<file path="config.mk">
export PLATFORM = sky130hd
export DESIGN_NAME = alu_issue
export DESIGN_NICKNAME = d
export VERILOG_FILES = /design/src/rtl/alu_issue_pkg.sv /design/src/rtl/alu_issue_instr_decode.sv /design/src/rtl/alu_issue.sv
export SDC_FILE = /design/constraint.sdc
export NUM_CORES = 1
export LEC_CHECK = 0
export ABC_AREA = 1
export CELL_PAD_IN_SITES_DETAIL_PLACEMENT = 0
export CELL_PAD_IN_SITES_GLOBAL_PLACEMENT = 1
export CORE_AREA = 2 2 113 115
export DETAILED_ROUTE_END_ITERATION = 8
export DIE_AREA = 0 0 115 117
export PLACE_DENSITY = 0.84
export SLEW_MARGIN = 25
export SYNTH_ARGS = -nofsm -noshare
export SYNTH_HDL_FRONTEND = slang
export SYNTH_SLANG_ARGS = --single-unit
export TNS_END_PERCENT = 5
</file>
<file path="constraint.sdc">
create_clock -name clock -period 3.2 [get_ports clock]
set_clock_uncertainty 0.05 [all_clocks]
set_input_delay 0.32 -clock clock [delete_from_list [all_inputs] [get_ports clock]]
set_output_delay 0.32 -clock clock [all_outputs]
set_load 0.005 [all_outputs]
</file>
<file path="src/rtl/alu_issue_pkg.sv">
// alu_issue shared types: ALU ops, opcodes, sequencer states, field positions.
// Ports: none (package). Optional macro ALU_ISSUE_R0_ZERO_EN is used by alu_issue.
package alu_issue_pkg;

  localparam int LUI_SHIFT = 7;

  localparam int OPC_HI = 15;
  localparam int OPC_LO = 12;
  localparam int RD_HI  = 11;
  localparam int RD_LO  = 9;
  localparam int RS1_HI = 8;
  localparam int RS1_LO = 6;
  localparam int RS2_HI = 5;
  localparam int RS2_LO = 3;
  localparam int IMM6_HI = 5;
  localparam int IMM9_HI = 8;

  typedef enum logic [3:0] {
    ALU_ADD   = 4'h0,
    ALU_SUB   = 4'h1,
    ALU_SLL   = 4'h2,
    ALU_SRL   = 4'h3,
    ALU_SRA   = 4'h4,
    ALU_SLT   = 4'h5,
    ALU_SLTU  = 4'h6,
    ALU_XOR   = 4'h7,
    ALU_OR    = 4'h8,
    ALU_AND   = 4'h9,
    ALU_LUI   = 4'hA,
    ALU_AUIPC = 4'hB
  } alu_op_t;

  typedef enum logic [3:0] {
    OP_ADD   = 4'h0,
    OP_SUB   = 4'h1,
    OP_SLL   = 4'h2,
    OP_SRL   = 4'h3,
    OP_SRA   = 4'h4,
    OP_SLT   = 4'h5,
    OP_SLTU  = 4'h6,
    OP_XOR   = 4'h7,
    OP_OR    = 4'h8,
    OP_AND   = 4'h9,
    OP_ADDI  = 4'hA,
    OP_LUI   = 4'hB,
    OP_AUIPC = 4'hC
  } opcode_t;

  typedef enum logic [2:0] {
    S_IDLE,
    S_RS1,
    S_RS2,
    S_EXEC,
    S_WB,
    S_ERR
  } issue_state_t;

  function automatic logic [15:0] lui_imm(input logic [8:0] imm9);
    logic [15:0] wide;
    wide = {7'd0, imm9};
    return wide << LUI_SHIFT;
  endfunction

endpackage

</file>
<file path="src/rtl/alu_issue_instr_decode.sv">
// Combinational decode of a 16-bit instruction into ALU op, fields and flags.
// In: instr. Out: alu_op, rd, rs1, rs2, imm_ext, needs_rs1/rs2, is_pc_rel, is_illegal.
module alu_issue_instr_decode
  import alu_issue_pkg::*;
(
  input  logic [15:0] instr,
  output alu_op_t     alu_op,
  output logic [2:0]  rd,
  output logic [2:0]  rs1,
  output logic [2:0]  rs2,
  output logic [15:0] imm_ext,
  output logic        needs_rs1,
  output logic        needs_rs2,
  output logic        is_pc_rel,
  output logic        is_illegal
);

  logic [3:0]  opc;
  logic        rtype;
  logic [15:0] imm6_sx;

  assign opc = instr[OPC_HI:OPC_LO];
  assign rd  = instr[RD_HI:RD_LO];
  assign rs1 = instr[RS1_HI:RS1_LO];
  assign rs2 = instr[RS2_HI:RS2_LO];
  assign imm6_sx = {{10{instr[IMM6_HI]}}, instr[IMM6_HI:0]};

  always_comb begin
    alu_op     = ALU_ADD;
    imm_ext    = '0;
    needs_rs1  = 1'b0;
    needs_rs2  = 1'b0;
    is_pc_rel  = 1'b0;
    is_illegal = 1'b0;
    rtype      = 1'b0;
    case (opc)
      OP_ADD:  begin rtype = 1'b1; alu_op = ALU_ADD;  end
      OP_SUB:  begin rtype = 1'b1; alu_op = ALU_SUB;  end
      OP_SLL:  begin rtype = 1'b1; alu_op = ALU_SLL;  end
      OP_SRL:  begin rtype = 1'b1; alu_op = ALU_SRL;  end
      OP_SRA:  begin rtype = 1'b1; alu_op = ALU_SRA;  end
      OP_SLT:  begin rtype = 1'b1; alu_op = ALU_SLT;  end
      OP_SLTU: begin rtype = 1'b1; alu_op = ALU_SLTU; end
      OP_XOR:  begin rtype = 1'b1; alu_op = ALU_XOR;  end
      OP_OR:   begin rtype = 1'b1; alu_op = ALU_OR;   end
      OP_AND:  begin rtype = 1'b1; alu_op = ALU_AND;  end
      OP_ADDI: begin
        needs_rs1 = 1'b1;
        alu_op    = ALU_ADD;
        imm_ext   = imm6_sx;
      end
      OP_LUI: begin
        alu_op  = ALU_LUI;
        imm_ext = lui_imm(instr[IMM9_HI:0]);
      end
      OP_AUIPC: begin
        alu_op    = ALU_AUIPC;
        imm_ext   = lui_imm(instr[IMM9_HI:0]);
        is_pc_rel = 1'b1;
      end
      default: is_illegal = 1'b1;
    endcase
    if (rtype) begin
      needs_rs1 = 1'b1;
      needs_rs2 = 1'b1;
    end
  end

endmodule

</file>
<file path="src/rtl/alu_issue.sv">
// Serial issue stage: accepts one instr, reads rs1/rs2 one per cycle, drives ALU, writes rd.
// Ports: clock/reset, instr_valid/ready/instr/pc, rf_raddr/rdata, alu_*, rf_we/waddr/wdata, done, illegal. Macro: ALU_ISSUE_R0_ZERO_EN.
module alu_issue
  import alu_issue_pkg::*;
(
  input  logic        clock,
  input  logic        reset,
  input  logic        instr_valid,
  output logic        instr_ready,
  input  logic [15:0] instr,
  input  logic [15:0] pc,
  output logic [2:0]  rf_raddr,
  input  logic [15:0] rf_rdata,
  output alu_op_t     alu_op,
  output logic [15:0] alu_input1,
  output logic [15:0] alu_input2,
  input  logic [15:0] alu_result,
  output logic        rf_we,
  output logic [2:0]  rf_waddr,
  output logic [15:0] rf_wdata,
  output logic        done,
  output logic        illegal
);

  issue_state_t state, state_nxt;

  alu_op_t     d_op;
  logic [2:0]  d_rd, d_rs1, d_rs2;
  logic [15:0] d_imm;
  logic        d_rs1_en, d_rs2_en, d_pc_rel, d_illegal;

  alu_op_t     op_q;
  logic [2:0]  rd_q, rs1_q, rs2_q;
  logic [15:0] imm_q, op1_q, op2_q, res_q;
  logic        rs2_en_q;

  logic        accept;
  logic [15:0] rdata;
  logic        wr_ok;

  alu_issue_instr_decode u_dec (
    .instr      (instr),
    .alu_op     (d_op),
    .rd         (d_rd),
    .rs1        (d_rs1),
    .rs2        (d_rs2),
    .imm_ext    (d_imm),
    .needs_rs1  (d_rs1_en),
    .needs_rs2  (d_rs2_en),
    .is_pc_rel  (d_pc_rel),
    .is_illegal (d_illegal)
  );

  assign accept      = instr_valid & (state == S_IDLE) & ~reset;
  assign instr_ready = (state == S_IDLE) & ~reset;
  assign alu_input1  = op1_q;
  assign alu_input2  = op2_q;

`ifdef ALU_ISSUE_R0_ZERO_EN
  assign rdata = (rf_raddr == 3'd0) ? 16'h0000 : rf_rdata;
  assign wr_ok = (rd_q != 3'd0);
`else
  assign rdata = rf_rdata;
  assign wr_ok = 1'b1;
`endif

  always_ff @(posedge clock) begin
    if (reset) state <= S_IDLE;
    else       state <= state_nxt;
  end

  always_comb begin
    state_nxt = state;
    rf_raddr  = 3'd0;
    alu_op    = ALU_ADD;
    rf_we     = 1'b0;
    rf_waddr  = 3'd0;
    rf_wdata  = 16'h0000;
    done      = 1'b0;
    illegal   = 1'b0;
    case (state)
      S_IDLE: begin
        if (accept) begin
          if (d_illegal)     state_nxt = S_ERR;
          else if (d_rs1_en) state_nxt = S_RS1;
          else               state_nxt = S_EXEC;
        end
      end
      S_RS1: begin
        rf_raddr  = rs1_q;
        state_nxt = rs2_en_q ? S_RS2 : S_EXEC;
      end
      S_RS2: begin
        rf_raddr  = rs2_q;
        state_nxt = S_EXEC;
      end
      S_EXEC: begin
        alu_op    = op_q;
        state_nxt = S_WB;
      end
      S_WB: begin
        rf_we     = wr_ok;
        rf_waddr  = rd_q;
        rf_wdata  = res_q;
        done      = 1'b1;
        state_nxt = S_IDLE;
      end
      S_ERR: begin
        illegal   = 1'b1;
        state_nxt = S_IDLE;
      end
      default: state_nxt = S_IDLE;
    endcase
  end

  always_ff @(posedge clock) begin
    if (reset) begin
      op_q     <= ALU_ADD;
      rd_q     <= '0;
      rs1_q    <= '0;
      rs2_q    <= '0;
      imm_q    <= '0;
      rs2_en_q <= 1'b0;
      op1_q    <= '0;
      op2_q    <= '0;
      res_q    <= '0;
    end else begin
      if (accept) begin
        op_q     <= d_op;
        rd_q     <= d_rd;
        rs1_q    <= d_rs1;
        rs2_q    <= d_rs2;
        imm_q    <= d_imm;
        rs2_en_q <= d_rs2_en;
        // LUI/AUIPC need no reads: operands are ready at accept
        if (!d_rs1_en && !d_illegal) begin
          op1_q <= d_pc_rel ? pc : 16'h0000;
          op2_q <= d_imm;
        end
      end
      if (state == S_RS1) begin
        op1_q <= rdata;
        if (!rs2_en_q) op2_q <= imm_q;
      end
      if (state == S_RS2) op2_q <= rdata;
      if (state == S_EXEC) res_q <= alu_result;
    end
  end

endmodule

</file>
### Cell outlines without signal wires

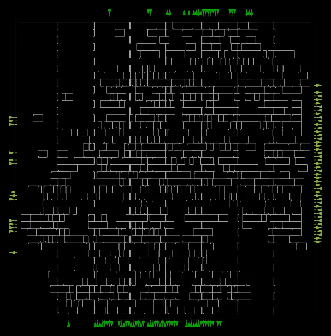
Fill cells: 1254
tap cell count: 150
final non-filler cell total: 776
FFs & Latches: 80
flop share of the area: 30.8%

### Routed metal, one colour a layer

(3 px per um) Only two layers are drawn.
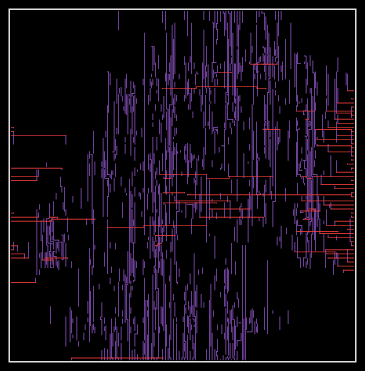
- purple: met2 (wire length 5040 um)
- red: met3 (wire length 727 um)

### A small window of the routed layout

Window x 42 to 72, y 44 to 74 um. Cells in grey, sequential cells in the stronger grey; small squares are vias.
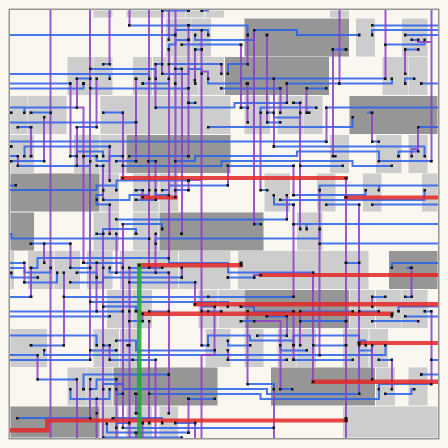
- green: met4
- purple: met2
- red: met3
- blue: met1
- netlist names of flops here include: imm_q (5), rs1_q (2), state (2)
- cells with their middle in the window: 73
- most frequent: nand2_1 (16), o21ai_0 (11)
- sequential cells in the window: 10

==> Changelog: implementation <==
### Changed

- Outcome: finished clean
- Fraction of registers with async set/reset: 0%
- PortBufs: roughly 130
- Core footprint: approximately 12000 um2
- Metal2 WL: 5040 um
- Distinct cells, synth: 24
- Max VDD drop: about 0.24 mV
- Slew Limit Fails: 0
- Worst reg2reg path endpoint: alu_input2[12]
- I/O pin total: approximately 130
- Clock share of power: 35.1%
- Min Tclk post-route: 2.79 ns
- RSZ-0062 raised after global routing: false
- Adders+Majority by Area: 0%
- Wire per inst: between 10 and 15 um
- Initial DRC count: around 330
- Crit path cell chain: nor2_1 > inv_1 > nor2_1 > clkinv_1 > nor2_1 > clkdlybuf4s50_1
- Mean Syn Cell Area: 7.05 um2
- YS chip area: 3590 um2
- GP Congestion: 0.799
- Vias: between 3000 and 4000
- Initial antenna violation count: 0
- Clk root buf: clkbuf_16
- Nets: 688
- DP HPWL: just over 8000 um
- Power, Total: roughly 2.7 mW
- Worst slew pin tran: about 0.9 ns
- GRT Residual Overflow: 0
- Critical-path top delay cell: clkdlybuf4s50_1
- CTS tree: yes
- First-pass GRT wire length: around 17000 um
- Postcts setup bufs: 0
- Die width: 115 um
- Critical path origin: state[1]
- Crit path top cell by count: nor2_1
- Worst setup EP type: primary output
- Area Growth Syn to Fin: 44.8%
- Initial Util: around 29%
- Clk buf depth: 2
- Syn_nets: just under 600
## worst register-to-register path, delay by kind of cell (launching register included)
family / cells / cell delay, ns
buffers and inverters: 4 / 0.78
AND/OR/NAND/NOR: 2 / 0.57
flip-flops: 1 / 0.37
AND-OR/OR-AND: 2 / 0.28
## cell type report
type                    count  area, um2
flip-flops and latches     80       1600
inverters                  63        236
clock buffers              11        243
fillers                  1254       7110
clock inverters             5       32.5
multi-input cells         334       1590
repair buffers            133       1320
well taps                 150        188
## how the worst min path moves through the flow
stage / startpoint / to / cells past startpoint / slack [ns]
floorplan: rs1_q[0] / rs1_q[0] / 2 / 0.37
global placement: rs1_q[1] / rs1_q[1] / 2 / 0.39
detailed placement: rs1_q[0] / rs1_q[0] / 2 / 0.40
CTS: rs1_q[0] / rs1_q[0] / 2 / 0.41
global route: res_q[6] / res_q[6] / 2 / 0.43
finish: res_q[14] / res_q[14] / 2 / 0.40
## cell usage in the layout (no fill, tap or decap), drive strengths merged
cell type      synthesis  final
clkdlybuf4s50          0    128
nand2                 99     99
o21ai                 84     84
dfxtp                 80     80
inv                   62     62
a21oi                 53     53
nand3                 37     37
nor2                  33     33
a31oi                 22     22
clkbuf                13     11
buf                   20      5
nor3                   4      4
clkinvlp               0      3
clkinv                 1      3
a32o                   1      1
a211oi                 1      1
## cell families (layout without fill, tap and decap cells)
family,after synthesis,count (layout)
simple gates,173,173
compound gates,161,161
buf+inv,96,212
flops,80,80
## per-stage QoR
step	worst slack, ns	util (%)	instance area [um2]	hold WS [ns]
after floorplan	1.53	-	3590	0.375
after global placement	0.783	40.1	4930	0.391
after detailed placement	0.648	40.1	4930	0.397
after CTS	0.381	42.3	5210	0.406
after global routing	0.205	42.3	5210	0.427
final	0.415	42.3	5210	0.403
Power figures rest on the tool's default switching activity, not on a simulated workload.
